[config.mk]
export PLATFORM = sky130hd
export DESIGN_NAME = f32_stream_argmax
export DESIGN_NICKNAME = d
export VERILOG_FILES = /design/src/rtl/f32_stream_argmax.sv
export SDC_FILE = /design/constraint.sdc
export NUM_CORES = 1
export LEC_CHECK = 0
export ABC_AREA = 1
export CAP_MARGIN = 20
export CORE_UTILIZATION = 60
export DETAILED_ROUTE_END_ITERATION = 16
export GPL_TIMING_DRIVEN = 0
export PLACE_DENSITY = 0.87
export SLEW_MARGIN = 40
export SYNTH_ARGS = -nofsm -noshare
export SYNTH_HDL_FRONTEND = slang
export SYNTH_SLANG_ARGS = --single-unit
[constraint.sdc]
create_clock -name clk -period 4.86 [get_ports clk]
set_clock_uncertainty 0.15 [all_clocks]
set_input_delay 0.972 -clock clk [delete_from_list [all_inputs] [get_ports clk]]
set_output_delay 0.972 -clock clk [all_outputs]
set_load 0.03 [all_outputs]
[src/rtl/f32_stream_argmax.sv]
// f32_stream_argmax
// Streaming argmax/argmin over frames of IEEE-754 binary32 words.
// Each accepted beat is compared against the running winner. Subnormals count
// as zero of their sign, +0 equals -0, and NaNs never win. The beat flagged
// with in_last closes the frame. One cycle later the result is presented and
// held until the consumer accepts it.
//
// Ports
//   clk        single rising-edge clock
//   rst_n      asynchronous active-low reset
//   in_valid   input beat valid
//   in_ready   high while accumulating (a beat is taken on in_valid & in_ready)
//   in_data    binary32 element
//   in_last    final beat of the frame
//   out_valid  result valid, held until out_ready
//   out_ready  consumer takes the result on out_valid & out_ready
//   out_value  original bits of the winner, or 32'h7FC0_0000 if all were NaN
//   out_index  in-frame index of the winner (0 if all were NaN)
//   out_nan    at least one NaN was seen in the frame
//   out_ovf    frame was longer than 2^IDX_W beats, so the index wrapped
module f32_stream_argmax #(
    parameter int IDX_W    = 8,
    parameter bit FIND_MIN = 1'b0
) (
    input  logic             clk,
    input  logic             rst_n,
    input  logic             in_valid,
    output logic             in_ready,
    input  logic [31:0]      in_data,
    input  logic             in_last,
    output logic             out_valid,
    input  logic             out_ready,
    output logic [31:0]      out_value,
    output logic [IDX_W-1:0] out_index,
    output logic             out_nan,
    output logic             out_ovf
);

    localparam logic [0:0]  ACCUM    = 1'b0;
    localparam logic [0:0]  HOLD     = 1'b1;
    localparam logic [31:0] QNAN     = 32'h7FC0_0000;
    localparam logic [IDX_W-1:0] IDX_MAX = {IDX_W{1'b1}};
    localparam logic [IDX_W-1:0] IDX_ONE = {{(IDX_W-1){1'b0}}, 1'b1};

    function automatic logic is_nan(input logic [31:0] x);
        return (x[30:23] == 8'hFF) && (x[22:0] != 23'd0);
    endfunction

    // Subnormals collapse to a zero magnitude. Otherwise {exp, frac} already
    // orders magnitudes correctly as an unsigned number.
    function automatic logic [30:0] magnitude(input logic [31:0] x);
        return (x[30:23] == 8'h00) ? 31'd0 : x[30:0];
    endfunction

    function automatic logic gt(input logic [31:0] a, input logic [31:0] b);
        logic [30:0] ma;
        logic [30:0] mb;
        logic        res;
        ma = magnitude(a);
        mb = magnitude(b);
        if (is_nan(a) || is_nan(b))
            res = 1'b0;
        else if ((ma == 31'd0) && (mb == 31'd0))
            res = 1'b0;                 // +0, -0 and subnormals all tie
        else if (a[31] != b[31])
            res = !a[31];               // the positive operand wins
        else if (!a[31])
            res = (ma > mb);
        else
            res = (ma < mb);            // both negative: smaller magnitude is larger
        return res;
    endfunction

    logic [0:0]       state_reg;
    logic [IDX_W-1:0] cnt_reg;
    logic [31:0]      best_value_reg;
    logic [IDX_W-1:0] best_index_reg;
    logic             have_best_reg;
    logic             nan_reg;
    logic             ovf_reg;

    logic             accept;
    logic             beat_nan;
    logic             better;
    logic             take;
    logic [31:0]      win_value;
    logic [IDX_W-1:0] win_index;
    logic             win_have;
    logic             frame_nan;
    logic             frame_ovf;

    assign in_ready  = (state_reg == ACCUM);
    assign out_valid = (state_reg == HOLD);

    always_comb begin
        accept    = in_valid && (state_reg == ACCUM);
        beat_nan  = is_nan(in_data);
        better    = FIND_MIN ? gt(best_value_reg, in_data) : gt(in_data, best_value_reg);
        take      = accept && !beat_nan && (!have_best_reg || better);
        win_value = take ? in_data : best_value_reg;
        win_index = take ? cnt_reg : best_index_reg;
        win_have  = have_best_reg || take;
        frame_nan = nan_reg || (accept && beat_nan);
        // Overflow means a further beat will reuse an index. A frame of
        // exactly 2^IDX_W beats ends on the top index and does not overflow.
        frame_ovf = ovf_reg || (accept && !in_last && (cnt_reg == IDX_MAX));
    end

    always_ff @(posedge clk or negedge rst_n) begin
        if (!rst_n) begin
            state_reg      <= ACCUM;
            cnt_reg        <= '0;
            best_value_reg <= '0;
            best_index_reg <= '0;
            have_best_reg  <= 1'b0;
            nan_reg        <= 1'b0;
            ovf_reg        <= 1'b0;
            out_value      <= '0;
            out_index      <= '0;
            out_nan        <= 1'b0;
            out_ovf        <= 1'b0;
        end else begin
            case (state_reg)
                ACCUM: begin
                    if (accept) begin
                        if (in_last) begin
                            state_reg <= HOLD;
                            out_value <= win_have ? win_value : QNAN;
                            out_index <= win_have ? win_index : '0;
                            out_nan   <= frame_nan;
                            out_ovf   <= frame_ovf;
                        end else begin
                            cnt_reg        <= cnt_reg + IDX_ONE;
                            best_value_reg <= win_value;
                            best_index_reg <= win_index;
                            have_best_reg  <= win_have;
                            nan_reg        <= frame_nan;
                            ovf_reg        <= frame_ovf;
                        end
                    end
                end
                default: begin
                    // The accumulator is cleared as the result is accepted.
                    // Incoming beats are ignored until then.
                    if (out_ready) begin
                        state_reg      <= ACCUM;
                        cnt_reg        <= '0;
                        best_value_reg <= '0;
                        best_index_reg <= '0;
                        have_best_reg  <= 1'b0;
                        nan_reg        <= 1'b0;
                        ovf_reg        <= 1'b0;
                    end
                end
            endcase
        end
    end

endmodule

ff_map.png
Drawn at 4 px/um.
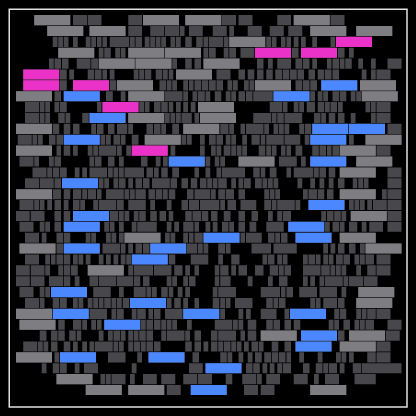
[best_value_reg] blue | flops: 32
[best_index_reg] magenta | flops: 8
not colored: 54

m1.png
Drawn at 6 px/um. Supply wires on this layer in gray. Cells faint in the background.
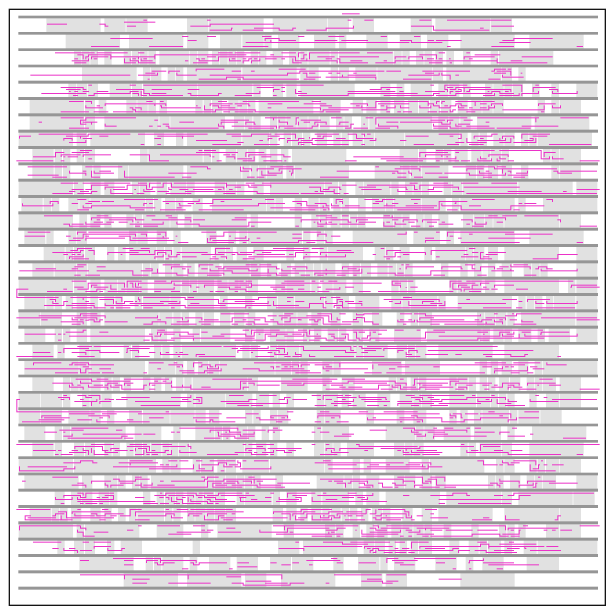
main direction: horizontal
nets with wire on the layer: 865
wire length on this layer: 6410 um
share of all routed wire: 41%
longest straight run: 33.6 um

layers.png
Drawn at 4 px/um. Two of the layers only.
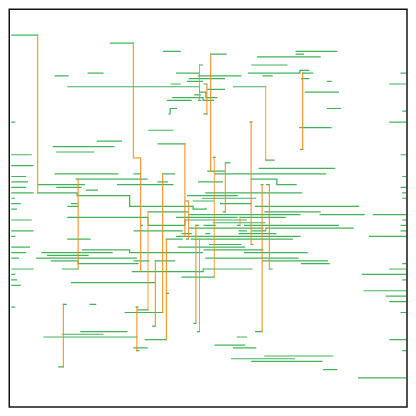
[M4] orange | wire length: 544 um
[M3] green | wire length: 1420 um

==> impl_metrics.json <==
{
  "status": "finished, final reports clean",
  "crit_path_end_kind": "flop",
  "p_clk_frac": 0.203,
  "dieArea_um2": 9820,
  "yosysTopAreaCellShare": 0.416,
  "r2r_end": "best_value_reg[23]$_DFFE_PN0P_",
  "synthTopCellsByCount": "203 x nand2_1, 138 x nand3_1, 116 x inv_1",
  "ys_seq_frac": 0.416,
  "switching_power_w": 0.00107,
  "worstRegToRegCells": 24,
  "syn_to_final_growth_pct": 20.7,
  "cts_resized": 0,
  "drt-met1-wl_um": 6410,
  "die_x_um": 99.1,
  "period_needed_ns": 4.48,
  "fin_crit_sh": 0.921,
  "setup_violations": 0,
  "layout.cells.most_common": "nand2_1",
  "final_cells": 994,
  "crit_path_max_incr_delay_ns": 0.49,
  "die_h_um": 99.1,
  "yosys-stat-cells": 786,
  "buffers": 123,
  "post_cts_buffers": 0,
  "mostFrequentLayoutCells": "203 x nand2_1, 138 x nand3_1, 116 x inv_1",
  "cp_num_buf_inv": 5,
  "design.seq.count": 94,
  "synth_cells": 786,
  "clk_pin_slew_worst_paths_ns": 0.11,
  "worstMarginPinSlew_ns": 0.647,
  "edf_count": 0,
  "grt_use_met2": 0.557,
  "clock-sinks": 94,
  "gp_congestion": 0.940,
  "ys_area_um2": 5660,
  "drt_wl_total_um": 15700,
  "power_clock_w": 0.000528,
  "ir_worst_vdd_uv": 190,
  "logic_gate_count": 533,
  "io_pins": 81,
  "place_hpwl_um": 11600,
  "final_cell_area_um2": 6830,
  "flop_cell": "dfrtp_1",
  "detail-route-antenna-nets": 0,
  "core.rowCount": 35,
  "cp_cell_sequence": "clkdlybuf4s50_1 -> inv_1 -> nand4_1 -> nor2_1 -> clkbuf_1 -> nor2_1 -> ha_1 -> nand2_1 -> nor2_1 -> nand4_1 -> nor2_1 -> nand2_1 -> nand2_1 -> nand2_1 -> nand2_1 -> nand2_1 -> nand2_2 -> buf_6 -> buf_4 -> nand3_1 -> nand3_1 -> o21ai_0",
  "netlist_area_um2": 5660,
  "grt_pass1_wl_um": 26500,
  "top_layer": "met4",
  "synthAdderAreaFrac": 0.0708,
  "top_area_cell": "dfrtp_1",
  "clk-insertion-delay-late_ns": 0.38,
  "p_comb_frac": 0.406,
  "warning_count": 26,
  "place_area_um2": 6630,
  "final_core_util": 0.742,
  "dpl.cell_count": 978,
  "nWellTaps": 111,
  "comb_area_um2": 2660,
  "cts.path.max_buffers": 2,
  "hold_path.class": "input pin to async pin",
  "yosys_warnings": 0,
  "first_global_vias": 5641,
  "simple_gate_area_frac": 0.334,
  "finalPower_w": 0.00261,
  "cts_tree": "yes",
  "grt_usage": 0.346,
  "rsz0062_at_grt": "no",
  "aoi_share": 0.0662,
  "power_density_nw_per_um2": 382,
  "wl_met2_um": 7340,
  "holdWs_ns": 0.301,
  "max_freq_ghz": 0.223,
  "ys_ff": 94,
  "vias": 5718,
  "use_met3": 0.0652,
  "coreArea_um2": 9200,
  "numPortBuffers": 80,
  "fp_util": 0.615,
  "cp_top_family": "simple AND/OR/NAND/NOR gates",
  "topCombFamilyByArea": "simple AND/OR/NAND/NOR gates",
  "wire_per_inst_um": 15.8,
  "syn_nets": 855,
  "cp_data_arrival_time_ns": 4.55,
  "crit_fanout": 10,
  "hold_buffers": 0,
  "internal-power_w": 0.00153,
  "slew_headroom": 0.567,
  "max_cap_viol_count": 0,
  "wl_met3_um": 1420,
  "mux_share": 0,
  "cts-buffers-inserted": 9,
  "p_comb_w": 0.00106,
  "inv_count": 117,
  "maxPowerGroup": "combinational logic",
  "worstSetupStartpointType": "input pin",
  "n_fill_cell": 735,
  "top_cell": "nand2_1",
  "crit_slowest_cell": "clkdlybuf4s50_1",
  "root_buffer": "clkbuf_8",
  "largest_cell_class": "logic gates",
  "drc": 0,
  "critPathCapture": "best_value_reg[23]$_DFFE_PN0P_",
  "drive_above_1_share": 0.0589,
  "critPathMostFrequentCell": "nand2_1",
  "pre_cts_slack_ns": 0.0794,
  "synth.area.top_cells": "dfrtp_1 42%, nand2_1 13%, nand3_1 12%",
  "regToRegStartpoint": "best_value_reg[28]$_DFFE_PN0P_",
  "finalSetupTns_ns": 0,
  "grt.busiest_layer": "met2",
  "comb_share": 0.390,
  "regArea_um2": 2350,
  "layout.nets": 947,
  "h-tree-depth": 3,
  "seq_share": 0.345,
  "grt_max_degree": 59,
  "routed_via_density": 5.75,
  "diodes": 0,
  "slew_viol_final": 0,
  "p_seq_frac": 0.392,
  "grt_antenna_before_repair": 0,
  "sw_frac_of_total": 0.411,
  "path_class": "input pin to flop",
  "synth.avg_cell_area_um2": 7.20
}
